### The metal 1 layer

(4 px per µm) Cells faint in the background.
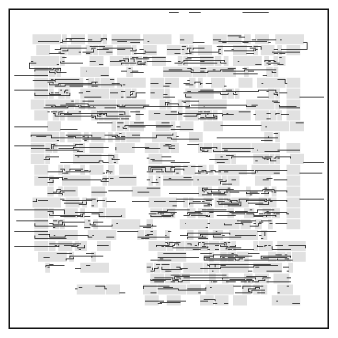
### Met2 routing

(6 px per µm)
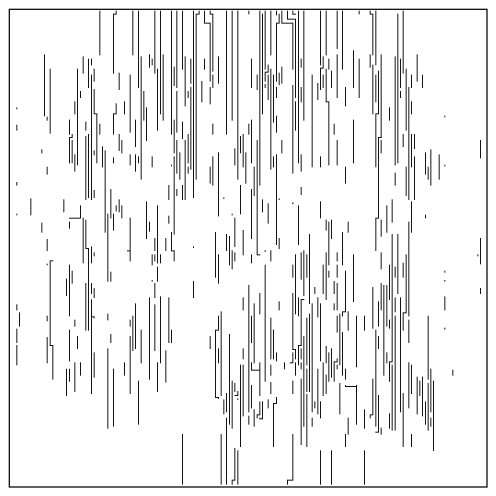
### M3 wires

(3 px per µm) Cells faint in the background.
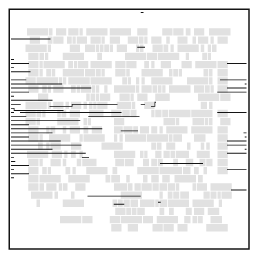
### I/O pins on the die edge

(6 px per µm) Pins as bars across the die edge, other pins in grey.
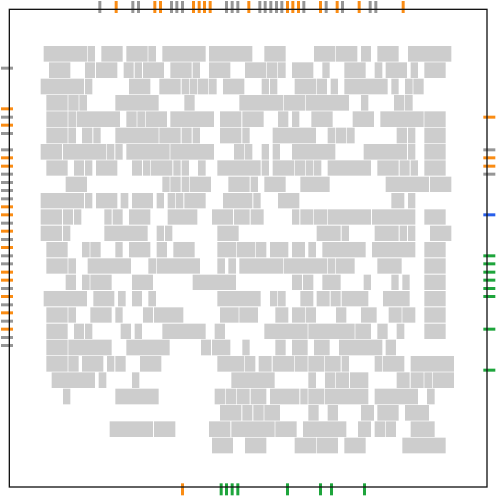
File: src/rtl/pipe_stage_reg.sv
// pipe_stage_reg: valid/ready stage register, 1-cycle latency, Flush inserts a bubble, saturating stall counter.
// Back-pressure: In_Ready = !Out_Valid || Out_Ready; define PIPE_STAGE_SKID_EN for a skid entry and a registered In_Ready.
module pipe_stage_reg #(
  parameter int unsigned       DATA_W     = 32,
  parameter logic [DATA_W-1:0] BUBBLE_VAL = '0,
  parameter int unsigned       CNT_W      = 16
) (
  input  logic              Clk,
  input  logic              Reset,
  input  logic              Flush,
  input  logic              In_Valid,
  output logic              In_Ready,
  input  logic [DATA_W-1:0] In_Data,
  output logic              Out_Valid,
  input  logic              Out_Ready,
  output logic [DATA_W-1:0] Out_Data,
  output logic [CNT_W-1:0]  Stall_Cnt
);

  localparam logic [CNT_W-1:0] CNT_MAX = '1;

  logic              main_vld;
  logic [DATA_W-1:0] main_dat;
  logic [CNT_W-1:0]  stall_cnt;
  logic              accept;
  logic              emit;
  logic              stall;

  assign accept = In_Valid && In_Ready;
  assign emit   = main_vld && Out_Ready;
  assign stall  = main_vld && !Out_Ready;

`ifdef PIPE_STAGE_SKID_EN
  typedef enum logic [1:0] {ST_EMPTY, ST_ONE, ST_TWO} state_t;

  state_t            state;
  logic              skid_vld;
  logic [DATA_W-1:0] skid_dat;

  // Readiness comes only from the skid flag, so Out_Ready never reaches In_Ready.
  assign In_Ready = !skid_vld;

  always_ff @(posedge Clk) begin
    if (Reset || Flush) begin
      state    <= ST_EMPTY;
      main_vld <= 1'b0;
      skid_vld <= 1'b0;
      main_dat <= BUBBLE_VAL;
      skid_dat <= BUBBLE_VAL;
    end else begin
      case (state)
        ST_EMPTY: begin
          if (accept) begin
            main_dat <= In_Data;
            main_vld <= 1'b1;
            state    <= ST_ONE;
          end
        end
        ST_ONE: begin
          if (accept && emit) begin
            main_dat <= In_Data;
          end else if (accept) begin
            skid_dat <= In_Data;
            skid_vld <= 1'b1;
            state    <= ST_TWO;
          end else if (emit) begin
            main_vld <= 1'b0;
            state    <= ST_EMPTY;
          end
        end
        ST_TWO: begin
          // Older beat already sits in main; skid refills it to keep FIFO order.
          if (emit) begin
            main_dat <= skid_dat;
            skid_vld <= 1'b0;
            state    <= ST_ONE;
          end
        end
        default: begin
          state    <= ST_EMPTY;
          main_vld <= 1'b0;
          skid_vld <= 1'b0;
        end
      endcase
    end
  end
`else
  typedef enum logic {ST_EMPTY, ST_FULL} state_t;

  state_t state;

  assign In_Ready = !main_vld || Out_Ready;

  always_ff @(posedge Clk) begin
    if (Reset || Flush) begin
      state    <= ST_EMPTY;
      main_vld <= 1'b0;
      main_dat <= BUBBLE_VAL;
    end else begin
      case (state)
        ST_EMPTY: begin
          if (accept) begin
            main_dat <= In_Data;
            main_vld <= 1'b1;
            state    <= ST_FULL;
          end
        end
        ST_FULL: begin
          // Accept while full implies emit, since In_Ready then requires Out_Ready.
          if (accept) begin
            main_dat <= In_Data;
          end else if (emit) begin
            main_vld <= 1'b0;
            state    <= ST_EMPTY;
          end
        end
        default: begin
          state    <= ST_EMPTY;
          main_vld <= 1'b0;
        end
      endcase
    end
  end
`endif

  always_ff @(posedge Clk) begin
    if (Reset) begin
      stall_cnt <= '0;
    end else if (!Flush && stall && (stall_cnt != CNT_MAX)) begin
      stall_cnt <= stall_cnt + 1'b1;
    end
  end

  assign Out_Valid = main_vld;
  assign Out_Data  = main_dat;
  assign Stall_Cnt = stall_cnt;

endmodule

File: config.mk
export PLATFORM = sky130hd
export DESIGN_NAME = pipe_stage_reg
export DESIGN_NICKNAME = d
export VERILOG_FILES = /design/src/rtl/pipe_stage_reg.sv
export SDC_FILE = /design/constraint.sdc
export NUM_CORES = 1
export LEC_CHECK = 0
export CORE_MARGIN = 5
export CORE_UTILIZATION = 42
export CTS_CLUSTER_SIZE = 25
export DETAILED_ROUTE_END_ITERATION = 12
export GPL_TIMING_DRIVEN = 0
export PLACE_DENSITY_LB_ADDON = 0.25
export SLEW_MARGIN = 20
export SYNTH_ARGS = -nofsm -noshare
export SYNTH_HDL_FRONTEND = slang
export SYNTH_SLANG_ARGS = --single-unit
File: constraint.sdc
create_clock -name Clk -period 2.21 [get_ports Clk]
set_input_delay 0.3315 -clock Clk [delete_from_list [all_inputs] [get_ports Clk]]
set_output_delay 0.3315 -clock Clk [all_outputs]
set_load 0.01 [all_outputs]
==> run_results.csv <==
group,metric,value,unit
outcome,outcome,"finished, final reports clean",
logic_synthesis,synth_cell_types,36,
layout,layout_top_cell,"clkdlybuf4s50_1",
power,power_frac_clock,0.305,
final_timing,finalCritPeriodShare,0.968,
power,swShare,0.236,
layout,n_all_inverters,6,
cts,cts_hold_buf,0,
logic_synthesis,avgSynthCellArea,8.09,µm²
final_timing,relSlewSlack,0.690,
critical_path,r2r_cells,6,
critical_path,crit_type,"in -> reg",
cts,insertion_delay,300,ps
final_timing,setup-tns-final,0,ps
logic_synthesis,syn_nets,288,
global_route,antenna_found_initial,0,
logic_synthesis,simple_gate_share,0.265,
layout,seq_share,0.327,
layout,stdcell_count,396,
layout,dominant_cells,"sequential cells",
logic_synthesis,ys_cells,250,
floorplanning,rows,25,
cts,clock_path_buffers,2,
logic_synthesis,xor_share,0,
power,total_power,1630,µW
worst_hold_path,min_path_cells,2,
worst_hold_path,hp-class,"reg -> reg",
layout,num_antenna_cells,0,
layout,nClkBuffers,5,
power,total_leakage_power,0.00107,µW
layout,nFlopsAndLatches,50,
routing,first_pass_iters,4,
layout,layout.nets,380,
final_timing,hold_viol,0,
routing,wl_per_cell,13.5,µm
place,dp_cells,390,
layout,largest_register_ffs,32,
layout,drive_gt1_frac,0.0614,
critical_path,cp_num_cells,6,
power,combinationalPower,202,µW
critical_path,crit_path_end,"Stall_Cnt[15]$_SDFFE_PP0P_",
routing,routed-wl-met2,2550,µm
-- 'The metal 1 layer' (at the start) --
wire length on this layer	2250 µm
main direction	horizontal
longest straight run	17.9 µm
total vias in the final route: 2045
routing usage on met1: 0.221
final wirelength: 5360 µm

-- 'Met2 routing' (at the start) --
nets with wire on the layer	319
wire length on this layer	2550 µm
share of all routed wire	48%
grt met2 use: 0.278

-- 'M3 wires' (at the start) --
main direction	horizontal
longest straight run	33.6 µm
share of all routed wire	9.0%
nets with wire on the layer	50
wire length on this layer	485 µm

-- 'I/O pins on the die edge' (at the start) --
colour	port	pins	direction	edge
orange	Out_Data	32	output	15 top, 13 left, 3 right, 1 bottom
green	Stall_Cnt	16	output	8 bottom, 8 right
blue	Reset	1	input	right
PortBufs: 86
chip height: 79.4 µm
Die X-Extent: 79.4 µm

cells in the mapped netlist, types with 2 or more instances:
cell type | instances | area (µm²)
o311ai_0 | 2 | 17.5
nand3_1 | 4 | 20.0
buf_1 | 3 | 11.3
mux2_2 | 5 | 56.3
or3_1 | 3 | 18.8
nor2b_1 | 4 | 25.0
nand2_1 | 69 | 259
nor4_1 | 4 | 25.0
nor3_1 | 3 | 15.0
or4_1 | 4 | 30.0
clkbuf_1 | 12 | 45.0
a21oi_1 | 41 | 205
nand4_1 | 6 | 37.5
o21ai_0 | 4 | 20.0
dfxtp_1 | 50 | 1000
o41ai_1 | 2 | 17.5
inv_1 | 6 | 22.5
nor2_1 | 7 | 26.3
o31ai_1 | 4 | 30.0
timing repair:
action                                  CTS  global route
gates resized                             0             5
buffers inserted                          0             0
endpoints found under the setup margin    0             6
Power figures rest on the tool's default switching activity, not on a simulated workload.
